`src/rtl/reorder_buffer_if.sv`:
```
// Shared payload types and the rename/writeback/commit bundle of the reorder buffer.
// The package rides in this file so both the interface and the design see the same types.
package reorder_buffer_pkg;
    localparam int unsigned PIDX_W = 6;

    typedef struct packed {
        logic              valid;
        logic [PIDX_W-1:0] idx;
    } p_reg_t;

    typedef struct packed {
        logic   valid;
        p_reg_t rd;
    } rinstr_t;
endpackage

interface reorder_buffer_if #(
    parameter int unsigned CW = 5
);
    import reorder_buffer_pkg::*;

    rinstr_t         rinstr_i;
    p_reg_t          wb_i;
    logic            flush_i;
    p_reg_t          p_commit_o;
    logic            rob_full_o;
    logic            rob_empty_o;
    logic [CW-1:0]   count_o;

    modport master (
        output rinstr_i, wb_i, flush_i,
        input  p_commit_o, rob_full_o, rob_empty_o, count_o
    );

    modport slave (
        input  rinstr_i, wb_i, flush_i,
        output p_commit_o, rob_full_o, rob_empty_o, count_o
    );
endinterface

```
`src/rtl/reorder_buffer.sv`:
```
// In-order retirement buffer: allocates renamed instructions at the tail, marks them
// done on writeback and retires one completed entry per cycle from the head.
module reorder_buffer
    import reorder_buffer_pkg::*;
#(
    parameter int unsigned DEPTH = 16,
    parameter int unsigned CW    = $clog2(DEPTH) + 1
) (
    input  logic             clk,
    input  logic             rst_i,
    reorder_buffer_if.slave  rob
);
    localparam int unsigned PW = $clog2(DEPTH);

    logic [DEPTH-1:0]  valid_q, valid_d;
    logic [DEPTH-1:0]  has_dst_q, has_dst_d;
    logic [DEPTH-1:0]  done_q, done_d;
    logic [PIDX_W-1:0] pidx_q [DEPTH];
    logic [PIDX_W-1:0] pidx_d [DEPTH];
    logic [PW-1:0]     head_q, head_d;
    logic [PW-1:0]     tail_q, tail_d;
    logic [CW-1:0]     count_q, count_d;
    p_reg_t            commit_q, commit_d;

    logic full;
    logic push;
    logic pop;
    logic wb_fire;
    logic alloc_dst;

    // Flags depend only on the registered count, never on this cycle's request.
    assign full            = (count_q == CW'(DEPTH));
    assign rob.rob_full_o  = full;
    assign rob.rob_empty_o = (count_q == '0);
    assign rob.count_o     = count_q;
    assign rob.p_commit_o  = commit_q;

    // Next-state: writeback marking, head retirement, tail allocation, flush override.
    always_comb begin
        valid_d   = valid_q;
        has_dst_d = has_dst_q;
        done_d    = done_q;
        pidx_d    = pidx_q;
        head_d    = head_q;
        tail_d    = tail_q;
        count_d   = count_q;
        commit_d  = '0;

        push      = rob.rinstr_i.valid && !full;
        pop       = valid_q[head_q] && done_q[head_q];
        wb_fire   = rob.wb_i.valid && (rob.wb_i.idx != '0);
        alloc_dst = rob.rinstr_i.rd.valid && (rob.rinstr_i.rd.idx != '0);

        // Only entries valid before the edge can match, so a same-cycle allocation never does.
        for (int unsigned i = 0; i < DEPTH; i++) begin
            if (wb_fire && valid_q[i] && has_dst_q[i] && !done_q[i]
                && (pidx_q[i] == rob.wb_i.idx)) begin
                done_d[i] = 1'b1;
            end
        end

        if (pop) begin
            valid_d[head_q] = 1'b0;
            head_d          = head_q + PW'(1);
            commit_d.valid  = has_dst_q[head_q];
            commit_d.idx    = has_dst_q[head_q] ? pidx_q[head_q] : '0;
        end

        if (push) begin
            valid_d[tail_q]   = 1'b1;
            has_dst_d[tail_q] = alloc_dst;
            pidx_d[tail_q]    = rob.rinstr_i.rd.idx;
            done_d[tail_q]    = !alloc_dst;
            tail_d            = tail_q + PW'(1);
        end

        count_d = count_q + CW'(push) - CW'(pop);

        if (rob.flush_i) begin
            valid_d  = '0;
            head_d   = '0;
            tail_d   = '0;
            count_d  = '0;
            commit_d = '0;
        end
    end

    always_ff @(posedge clk) begin
        if (rst_i) begin
            valid_q   <= '0;
            has_dst_q <= '0;
            done_q    <= '0;
            for (int unsigned i = 0; i < DEPTH; i++) begin
                pidx_q[i] <= '0;
            end
            head_q    <= '0;
            tail_q    <= '0;
            count_q   <= '0;
            commit_q  <= '0;
        end else begin
            valid_q   <= valid_d;
            has_dst_q <= has_dst_d;
            done_q    <= done_d;
            pidx_q    <= pidx_d;
            head_q    <= head_d;
            tail_q    <= tail_d;
            count_q   <= count_d;
            commit_q  <= commit_d;
        end
    end
endmodule

```
`src/flat_wrapper.sv`:
```
// flat-port wrapper written by rule: the top's interface ports become plain ports
module reorder_buffer_flat import reorder_buffer_pkg::*;
#(
    parameter int unsigned DEPTH = 16,
    parameter int unsigned CW    = $clog2(DEPTH) + 1
)
  (clk, rst_i, rob_rinstr_i, rob_wb_i, rob_flush_i, rob_p_commit_o, rob_rob_full_o, rob_rob_empty_o, rob_count_o);
  reorder_buffer_if #(.CW(CW)) rob_i ();
  input  logic clk;
  input  logic rst_i;
  input wire logic [$bits(rob_i.rinstr_i)-1:0] rob_rinstr_i;
  input wire logic [$bits(rob_i.wb_i)-1:0] rob_wb_i;
  input wire logic [$bits(rob_i.flush_i)-1:0] rob_flush_i;
  output wire logic [$bits(rob_i.p_commit_o)-1:0] rob_p_commit_o;
  output wire logic [$bits(rob_i.rob_full_o)-1:0] rob_rob_full_o;
  output wire logic [$bits(rob_i.rob_empty_o)-1:0] rob_rob_empty_o;
  output wire logic [$bits(rob_i.count_o)-1:0] rob_count_o;
  assign rob_i.rinstr_i = rob_rinstr_i;
  assign rob_i.wb_i = rob_wb_i;
  assign rob_i.flush_i = rob_flush_i;
  assign rob_p_commit_o = rob_i.p_commit_o;
  assign rob_rob_full_o = rob_i.rob_full_o;
  assign rob_rob_empty_o = rob_i.rob_empty_o;
  assign rob_count_o = rob_i.count_o;
  reorder_buffer #(.DEPTH(DEPTH), .CW(CW)) u_core (.clk(clk), .rst_i(rst_i), .rob(rob_i));
endmodule
```
`config.mk`:
```
export PLATFORM = sky130hd
export DESIGN_NAME = reorder_buffer_flat
export DESIGN_NICKNAME = d
export VERILOG_FILES = /design/src/rtl/reorder_buffer_if.sv /design/src/rtl/reorder_buffer.sv /design/src/flat_wrapper.sv
export SDC_FILE = /design/constraint.sdc
export NUM_CORES = 1
export LEC_CHECK = 0
export CAP_MARGIN = 30
export CORE_MARGIN = 1.5
export CORE_UTILIZATION = 27
export DETAILED_ROUTE_END_ITERATION = 16
export SKIP_LAST_GASP = 1
export SLEW_MARGIN = 5
export SYNTH_ARGS = -nofsm -noshare
export SYNTH_HDL_FRONTEND = slang
export SYNTH_SLANG_ARGS = --single-unit
export TNS_END_PERCENT = 1
```
`constraint.sdc`:
```
create_clock -name clk -period 4.6 [get_ports clk]
set_input_delay 0.69 -clock clk [delete_from_list [all_inputs] [get_ports clk]]
set_output_delay 0.69 -clock clk [all_outputs]
set_load 0.03 [all_outputs]
```
cell_classes.png
Fill, decap, tap and diode cells in grey.
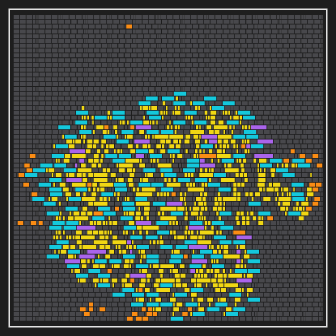
Orange shows other buffers and delay cells, cells 51, share of their area 5.4%. Cyan shows flops, cells 164, share of their area 36%. Purple shows clock drivers and dummy loads, cells 32, share of their area 6.9%. Yellow shows all other logic, cells 661, share of their area 52%.

drive_strength.png
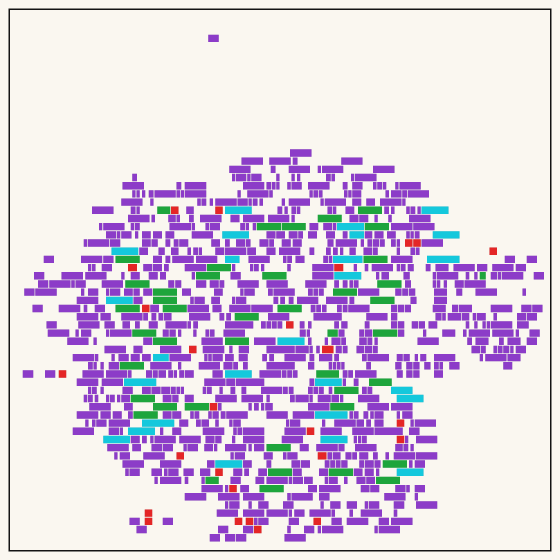
Red shows drive 3 to 4, cells 26, share 2.9%. Green shows drive 2, cells 43, share 4.7%. Cyan shows drive 6 and up, cells 26, share 2.9%. Purple shows drive 1 or less, cells 813, share 90%.

==> CHANGELOG.md <==
## Flow update

- Status: complete, no violations
- CP max-delay cell: dfxtp_2
- Worst path arrival time: 3790 ps
- Crit-path max FO: 19
- Tap Count: 396
- Flop share of the area: 33.75%
- HPWL Detailed: 16630 um
- # diodes: 0
- Port bufs: 31
- CP Class: reg -> reg
- Met2 wire len: 10380 um
- Antenna violations before repair: 0
- CTS tree: built
- Met3 WL: approximately 1800 um
- Clock Buffer Count: 21
- Longest Clk Path Bufs: 2
- CTS clock-pin slew for the worst setup and hold paths: 70 ps
- Worst slack at placement: 1182 ps
- Final Hold Slack: 482.6 ps
- # resized after CTS: 0
- Post-synth top flop: dfxtp_1
- Fin worst setup slack: 1175 ps
- Via count: between 6000 and 7000
- Hold Path End: u_core.pidx_q[11]
- Initial DRC Count: 600
- Non-clk buf share: between 5 and 6%
- Routed WL: 23990 um
- Top area contributor share: 39.07%
- Layout cells sized above 1: a little over a tenth
- Worst hold path depth: 2
- Storage element area: 3286 sq um
- First-pass GRT wire length: 37380 um
- Yosys Instances: around 900
- Sequential Power Share: 44.5%
- CP Launch Type: flop
- Clock-cell share: 6.542%
- CP endpoint: u_core.rob.count_o[4]
- Cells after synthesis: between 800 and 900
- Final instance area: 9736 sq um
- CTS Root Cell: clkbuf_16
- Max FFs per register: 96
- Sequential power: between 1 and 1.5 mW
- YS chip area: ~8400 sq um
- Remaining antenna violation count after routing: 0
- Crit-path leading delay family: simple AND/OR/NAND/NOR gates
- Non-clk invs: 18
- Critical Path Sink Type: flop
- H-tree level count: 4
- Crit path depth: 14
- Pwr Total: 3.249 mW
- Biggest area consumer among synthesized cells: dfxtp_1
- Final Setup Violations: 0
- RR Endpoint: u_core.rob.count_o[4]
- Log Warnings: 33
- Worst EP required: 4960 ps
- Drt wl/cell: 18.40 um
- Top routing layer in use: met4
- Yosys simple share: 16.44%
- Biggest area cells: dfxtp_1 (39%), mux4_2 (9.9%), mux2i_1 (7.9%)
- Synth Area in Adders: about 2.3%
- Crit share post-route: 74.45%
- Reg with most FFs: u_core.pidx_q
- Pwr/cell area: 333.7 nW/um^2
- Setup_tns: 0 ps
- Grt met1 use: 21.74%
- FP Util: a little over a quarter
- Largest stage delay, worst path: between 700 and 800 ps
- Gr usage total: 14.94%
- Yosys reg bits: 164
- Fin crit period: 3425 ps
- Post-synth EDFFs: 0
- XOR/XNOR share of the synthesized area: 10.63%
- Slew headroom: 45.03%
- Max-cap viol count: 0
- Actual slew at the worst max-slew pin: 822.1 ps
- Num CTS Buffers: 17
- Hold buffer count at CTS: 0
- Routing usage on met3: 3.728%
- Final GP Congestion: about 0.9
- Yosys top cell by instances: dfxtp_1
- Int Pwr: 2.475 mW
- Number of core rows: 64
- Mapped Nets: between 900 and 1000
- Post-Place Cells: 1271
- Postcts setup bufs: 0
- Vias/cell: approximately 5.1
- P_clk: 1.54 mW
port_nets.png
The bar under the picture is 50 um long.
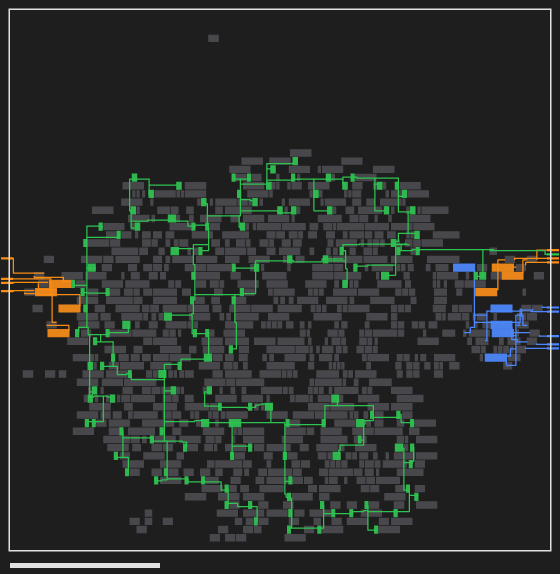
Orange shows rob_p_commit_o, bits 7, direction output, edge 4 left, 3 right, end cells 7, buffers 7, wire 166 um. Green shows rst_i, bits 1, direction input, edge right, end cells 130, buffers 3, wire 1230 um. Blue shows rob_count_o, bits 5, direction output, edge right, end cells 5, buffers 5, wire 153 um.

final_placement.png
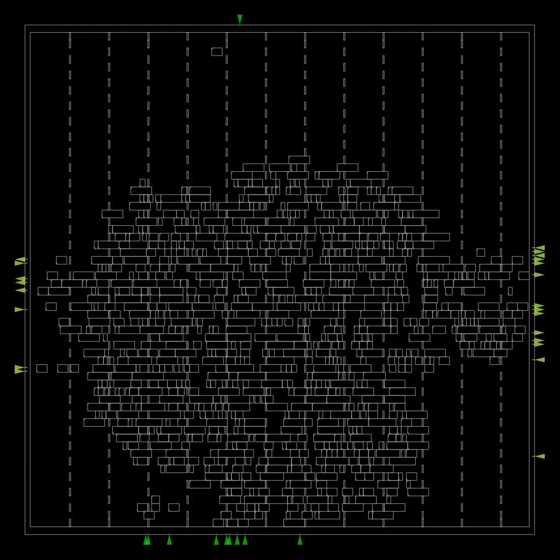
Flops: 164
final design utilization: 31.83%
Core Box Area: 30590 sq um

Power and IR drop assume default switching activity.
